### src/rtl/pong_pkg.sv
// Shared definitions for the pong score keeper: FSM encoding, goal geometry defaults,
// digit-select anode patterns and display glyph constants.
package pong_pkg;

    typedef enum logic [1:0] {
        StPlay   = 2'd0,
        StFreeze = 2'd1,
        StServe  = 2'd2,
        StOver   = 2'd3
    } state_e;

    localparam int unsigned GOAL_LX_DEF  = 12;
    localparam int unsigned GOAL_RX_DEF  = 628;
    localparam int unsigned GOAL_TOP_DEF = 200;
    localparam int unsigned GOAL_BOT_DEF = 280;

    localparam logic [7:0] ANODES_P2 = 8'b11111110;
    localparam logic [7:0] ANODES_P1 = 8'b11101111;

    localparam logic [6:0] GLYPH_ZERO  = 7'b1000000;
    localparam logic [6:0] GLYPH_BLANK = 7'b1111111;

    // Goal window is exclusive at both ends.
    function automatic logic in_goal_y(input logic [8:0] y, input logic [8:0] top,
                                       input logic [8:0] bot);
        return (y > top) && (y < bot);
    endfunction

endpackage

### src/rtl/seg7_decode.sv
// 3-bit value to active-low 7-segment pattern, segment order {g,f,e,d,c,b,a}.
module seg7_decode
    import pong_pkg::*;
(
    input  logic [2:0] value_i,
    output logic [6:0] seg_o
);

    always_comb begin
        seg_o = GLYPH_BLANK;
        case (value_i)
            3'd0:    seg_o = GLYPH_ZERO;
            3'd1:    seg_o = 7'b1111001;
            3'd2:    seg_o = 7'b0100100;
            3'd3:    seg_o = 7'b0110000;
            3'd4:    seg_o = 7'b0011001;
            3'd5:    seg_o = 7'b0010010;
            3'd6:    seg_o = 7'b0000010;
            3'd7:    seg_o = 7'b1111000;
            default: seg_o = GLYPH_BLANK;
        endcase
    end

endmodule

### src/rtl/score_keeper.sv
// Pong score keeper: goal detection, freeze/serve sequencing, game-over handling and a
// two-digit multiplexed 7-segment score display.
module score_keeper
    import pong_pkg::*;
#(
    parameter int unsigned WIN_SCORE     = 7,
    parameter int unsigned FREEZE_FRAMES = 60,
    parameter int unsigned SCAN_DIV      = 50000,
    parameter int unsigned GOAL_LX       = GOAL_LX_DEF,
    parameter int unsigned GOAL_RX       = GOAL_RX_DEF,
    parameter int unsigned GOAL_TOP      = GOAL_TOP_DEF,
    parameter int unsigned GOAL_BOT      = GOAL_BOT_DEF
) (
    input  logic       clk,
    input  logic       reset,
    input  logic       frame_tick,
    input  logic [9:0] ball_x,
    input  logic [8:0] ball_y,
    input  logic       start,
    output logic [2:0] p1_score,
    output logic [2:0] p2_score,
    output logic       hold_ball,
    output logic       serve,
    output logic       serve_dir,
    output logic       game_over,
    output logic       winner,
    output logic [7:0] anodes,
    output logic [6:0] cathodes
);

    localparam logic [9:0]  LX       = 10'(GOAL_LX);
    localparam logic [9:0]  RX       = 10'(GOAL_RX);
    localparam logic [8:0]  TOP      = 9'(GOAL_TOP);
    localparam logic [8:0]  BOT      = 9'(GOAL_BOT);
    localparam logic [2:0]  WIN      = 3'(WIN_SCORE);
    localparam logic [7:0]  FRAMES   = 8'(FREEZE_FRAMES);
    localparam logic [15:0] SCAN_MAX = 16'(SCAN_DIV - 1);

    state_e      state_q;
    logic [7:0]  cnt_q;
    logic [2:0]  p1_q, p2_q;
    logic        dir_q, winner_q, serve_q, hold_q, over_q;
    logic        tick_q;

    logic        frame_ev, goal_left, goal_right;
    logic [2:0]  p1_inc, p2_inc;

    always_comb begin
        frame_ev   = frame_tick & ~tick_q;
        goal_left  = (ball_x <= LX) && in_goal_y(ball_y, TOP, BOT);
        goal_right = (ball_x >= RX) && in_goal_y(ball_y, TOP, BOT);
        p1_inc     = p1_q + 3'd1;
        p2_inc     = p2_q + 3'd1;
    end

    always_ff @(posedge clk or posedge reset) begin
        if (reset) begin
            state_q  <= StFreeze;
            cnt_q    <= FRAMES;
            p1_q     <= 3'd0;
            p2_q     <= 3'd0;
            dir_q    <= 1'b1;
            winner_q <= 1'b0;
            serve_q  <= 1'b0;
            hold_q   <= 1'b1;
            over_q   <= 1'b0;
            tick_q   <= 1'b0;
        end else begin
            tick_q  <= frame_tick;
            serve_q <= 1'b0;
            unique case (state_q)
                StPlay: begin
                    // Left goal wins a tie so a degenerate geometry never scores twice.
                    if (frame_ev && goal_left) begin
                        p2_q   <= p2_inc;
                        hold_q <= 1'b1;
                        if (p2_inc == WIN) begin
                            state_q  <= StOver;
                            winner_q <= 1'b1;
                            over_q   <= 1'b1;
                        end else begin
                            state_q <= StFreeze;
                            cnt_q   <= FRAMES;
                            dir_q   <= 1'b0;
                        end
                    end else if (frame_ev && goal_right) begin
                        p1_q   <= p1_inc;
                        hold_q <= 1'b1;
                        if (p1_inc == WIN) begin
                            state_q  <= StOver;
                            winner_q <= 1'b0;
                            over_q   <= 1'b1;
                        end else begin
                            state_q <= StFreeze;
                            cnt_q   <= FRAMES;
                            dir_q   <= 1'b1;
                        end
                    end
                end
                StFreeze: begin
                    if (frame_ev) begin
                        if (cnt_q <= 8'd1) begin
                            state_q <= StServe;
                            serve_q <= 1'b1;
                            cnt_q   <= 8'd0;
                        end else begin
                            cnt_q <= cnt_q - 8'd1;
                        end
                    end
                end
                StServe: begin
                    state_q <= StPlay;
                    hold_q  <= 1'b0;
                end
                StOver: begin
                    if (start) begin
                        p1_q    <= 3'd0;
                        p2_q    <= 3'd0;
                        dir_q   <= ~winner_q;
                        over_q  <= 1'b0;
                        state_q <= StFreeze;
                        cnt_q   <= FRAMES;
                    end
                end
                default: state_q <= StFreeze;
            endcase
        end
    end

    // Display multiplexing
    logic [15:0] scan_q, scan_d;
    logic        sel_q, sel_d;
    logic [6:0]  cath_q;
    logic [6:0]  seg;

    always_comb begin
        scan_d = scan_q + 16'd1;
        sel_d  = sel_q;
        if (scan_q == SCAN_MAX) begin
            scan_d = 16'd0;
            sel_d  = ~sel_q;
        end
    end

    seg7_decode u_seg7_decode (
        .value_i (sel_q ? p1_q : p2_q),
        .seg_o   (seg)
    );

    always_ff @(posedge clk or posedge reset) begin
        if (reset) begin
            scan_q <= 16'd0;
            sel_q  <= 1'b0;
            cath_q <= GLYPH_ZERO;
        end else begin
            scan_q <= scan_d;
            sel_q  <= sel_d;
            cath_q <= seg;
        end
    end

    assign p1_score  = p1_q;
    assign p2_score  = p2_q;
    assign hold_ball = hold_q;
    assign serve     = serve_q;
    assign serve_dir = dir_q;
    assign game_over = over_q;
    assign winner    = winner_q;
    assign anodes    = sel_q ? ANODES_P1 : ANODES_P2;
    assign cathodes  = cath_q;

endmodule

### config.mk
export PLATFORM = sky130hd
export DESIGN_NAME = score_keeper
export DESIGN_NICKNAME = d
export VERILOG_FILES = /design/src/rtl/pong_pkg.sv /design/src/rtl/seg7_decode.sv /design/src/rtl/score_keeper.sv
export SDC_FILE = /design/constraint.sdc
export NUM_CORES = 1
export LEC_CHECK = 0
export CORE_MARGIN = 2
export CORE_UTILIZATION = 48
export DETAILED_ROUTE_END_ITERATION = 10
export HOLD_SLACK_MARGIN = 0.1
export PLACE_DENSITY = 0.77
export SYNTH_ARGS = -nofsm -noshare
export SYNTH_HDL_FRONTEND = slang
export SYNTH_SLANG_ARGS = --single-unit
### constraint.sdc
create_clock -name clk -period 2.01 [get_ports clk]
set_input_delay 0.5025 -clock clk [delete_from_list [all_inputs] [get_ports clk]]
set_output_delay 0.5025 -clock clk [all_outputs]
set_load 0.005 [all_outputs]
Metal 2:
Cells faint in the background.
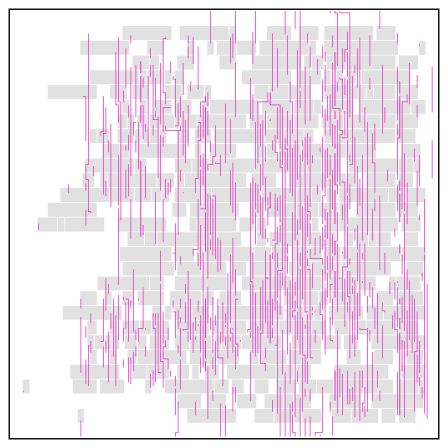
share of all routed wire: 50%
longest straight run: 32.3 µm
main direction: vertical
wire length on this layer: 3360 µm
nets with wire on the layer: 364

Metal 3:
The bar under the picture is 20 µm long. Cells faint in the background.
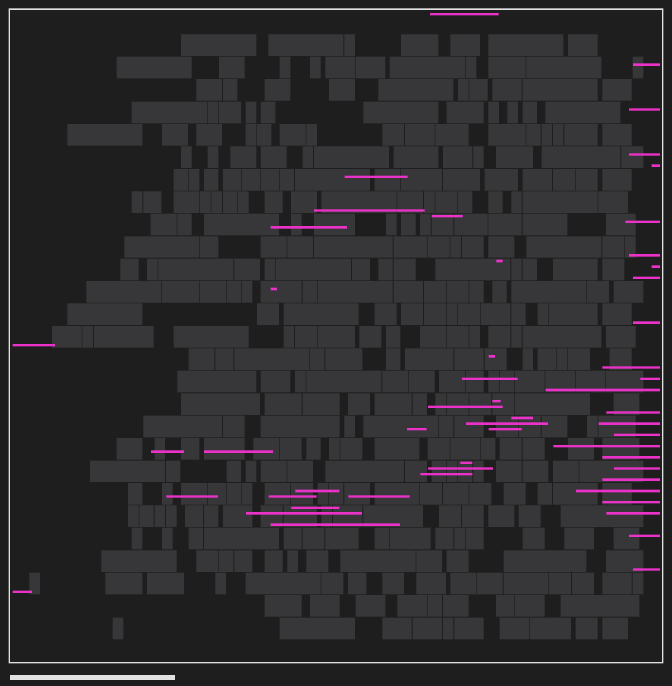
wire length on this layer: 293 µm
nets with wire on the layer: 44

==> Table 3: Implementation characteristics <==
Physical implementation characteristics

Parameter                              Value

Run status
  Outcome    finished with violations
  Failing checks    negative setup slack

Route
  Violation count after the first detailed-routing iteration    approximately 120
  Metal1 wirelength    between 2000 and 3000 µm
  Top routing layer in use    met4
  Count of unresolved DRC violations after routing    0
  Routed met3 length    between 200 and 300 µm
  Total detailed-routing wirelength    around 6700 µm
  Post-route antenna net violation count    0
  DR vias/cell    ~5.4
  Count of vias placed by the detailed router    around 2.4k
  Amount of wire on met2 after detailed routing    3360 µm

Pwr
  Clk pwr share    approximately 18%
  Switching part of the total    37.9%
  Switching power    roughly 1.3 mW
  Max rail drop VDD    ~0.00048 V
  Power consumed by the clock network    around 0.6 mW
  Cell-internal power    roughly 2.1 mW
  Total combinational power    roughly 1.5 mW
  Combinational cell fraction of total power    a little under half
  Total chip power    3.34 mW
  Sequential power    ~1.2 mW

Worst hold path
  Type of the worst min-delay path    in2reg
  Critical hold path startpoint    frame_tick
  Worst hold path cell count    1

Floorplanning
  Core box area    between 0.005 and 0.006 mm²
  Vertical die dimension    between 70 and 80 µm
  Total die size    around 0.0062 mm²
  Core Util at FP    49.4%
  Placement Rows    27
  Tap Count    approximately 70

Finish
  Top logic cell by instance count in the layout    sky130_fd_sc_hd__buf_4
  Non-Clock Buffer Area Fraction    a little over a fifth
  Multi-input logic portion of the cell area    40.9%
  Largest area class, layout    combinational gates
  Seq_cells    46
  Number of non-filler instances in the completed layout    441
  Layout clock buffer count    5
  Count of plain and timing-repair buffers in the layout    slightly above 90
  Layout fillers    approximately 400
  Share of post-route cells with drive strength above 1    27.6%
  Area delta synth->final    39.6%
  Final clock-cell share    ~2.5%
  Sequential share of cell area    ~31%
  Count of non-CTS inverters in the layout    17
  Layout net count    roughly 400
  Most numerous logic cells after layout    sky130_fd_sc_hd__buf_4 (47), sky130_fd_sc_hd__dfrtp_1 (37), sky130_fd_sc_hd__clkdlybuf4s50_1 (25), sky130_fd_sc_hd__nand2_1 (23), sky130_fd_sc_hd__nor2_1 (22)
  Utilization of the core after routing    69.0%
  Multi-input gates    ~210
  Largest register FFs    16
  Register ranked first by flip-flop count    scan_q

CTS
  Number of resized instances in the post-cts repair step    25
  Clock buffers created by TritonCTS    5
  Setup fix buffers added after clock tree synthesis    4
  Clock transition at the registers of the reported paths    roughly 0.09 ns
  Root cell of the clock tree    sky130_fd_sc_hd__clkbuf_8
  Maximum count of clock buffers along a single path    2

STA
  Fmax    roughly 0.45 GHz
  PnR worst setup slack    -0.214 ns
  Number of slew-limit violations in the final report    0
  Post-route clock period utilization    111%
  Setup repair after global routing missed its margin    yes
  Clk_skew    about 0.012 ns
  Total setup violations reported at the end of the flow    9
  Hold WS    ~0.34 ns
  Fin crit period    between 2 and 2.5 ns

Worst setup path
  Crit path to    cnt_q[2]
  Crit path depth    8
  Critical Path AT    between 2 and 2.5 ns
  CP peak stage delay    between 0.4 and 0.5 ns
  Endpoint of the lowest-slack register-to-register path    cnt_q[2]
  CP startpoint    p1_score[1]
  Endpoint class of the critical path    flop
  Delay-heaviest family, CP    AND-OR/OR-AND gates
  Critical path class    reg2reg
  Cell repeated most along the worst path    sky130_fd_sc_hd__a211o_1
  Required @ worst endpoint    approximately 2.3 ns
  Critical Path Start Type    flop
  Critical Path Fanout Max    6
  CP Cell Sequence    ha_4, xor2_2, a211o_1, a211o_1, a211oi_4, buf_6, nand2_1, a22o_1
  Setup slack of the most critical reg-to-reg path    -0.21 ns
  Depth of the most critical reg-to-reg path    8

Synthesis
  Unique cell types    about 53
  Library cell with the highest instance count after synthesis    sky130_fd_sc_hd__dfrtp_1
  Sequential element share of the synthesized area    42.9%
  Dominant flop cell    sky130_fd_sc_hd__dfrtp_1
  Number of synthesized flops with an enable pin    0
  FFs w/ async S/R, synth    100%
  Cell Area, Synth    0.00270 mm²
  Post-synth area hogs    sky130_fd_sc_hd__dfrtp_1 (35%), sky130_fd_sc_hd__ha_1 (7.9%), sky130_fd_sc_hd__dfstp_2 (7.8%)
  YS warnings    0
  Ao+oa area frac    between 10% and 20%
  Area fraction in mux cells    under 10%
  Cell type with the largest total area    sky130_fd_sc_hd__dfrtp_1
  Adders+Majority by Area    slightly below 8%
  Average cell area after synthesis    ~9.8 µm²
  Count of state elements after synthesis    46
  Post-synthesis xor/xnor area fraction    under 10%
  Share of Yosys cell area claimed by the top area cell type    35.2%
  Yosys simple share    between 10% and 20%

Global route
  Top Usage Layer GRT    met2
  Vias in the first global route    around 2.4k
  Largest net degree at the start of global routing    between 40 and 50
  Antenna violations before repair    0
  GR Overflow Total    0

Placed design
  Routability congestion estimate from global placement    approximately 0.9
  Buffers on Ports    42
  Number of placed cells counting well taps    422
  Post-DP HPWL    roughly 4600 µm
  Instance area after placement    between 0.003 and 0.004 mm²
  Placement Setup Slack    -0.631 ns

Job
  Number of warnings in the stage logs    approximately 40
  Count of maximum capacitance violations    0
Wiring by layer:
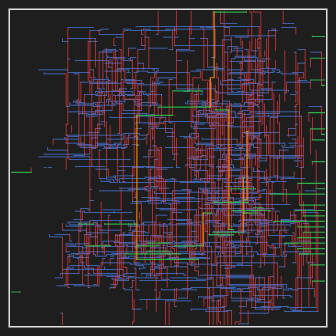
legend:
  metal 4:
    color: orange
    wire_length: 129 µm
  metal 3:
    color: green
    wire_length: 293 µm
  metal 2:
    color: red
    wire_length: 3360 µm
  metal 1:
    color: blue
    wire_length: 2890 µm

Congestion heat map:
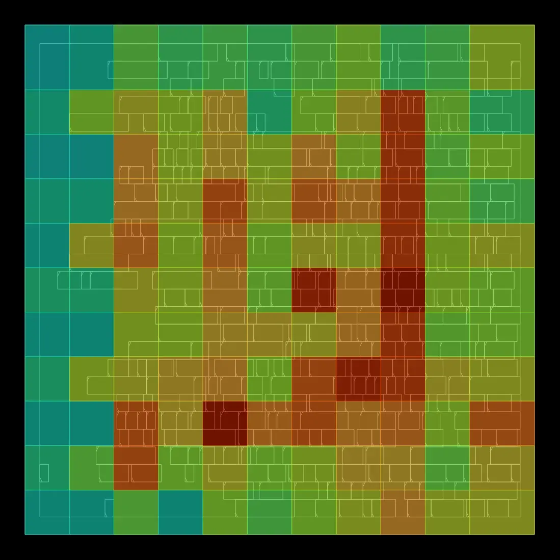
met3 track utilization from global routing: 3.41%
met1 layer usage reported by global route: 27.1%
aggregate global-route resource usage: 21.5%
met2 Resource Use GR: 37.3%
average routed wire per standard cell: 15.1 µm

Power and IR drop assume default switching activity.
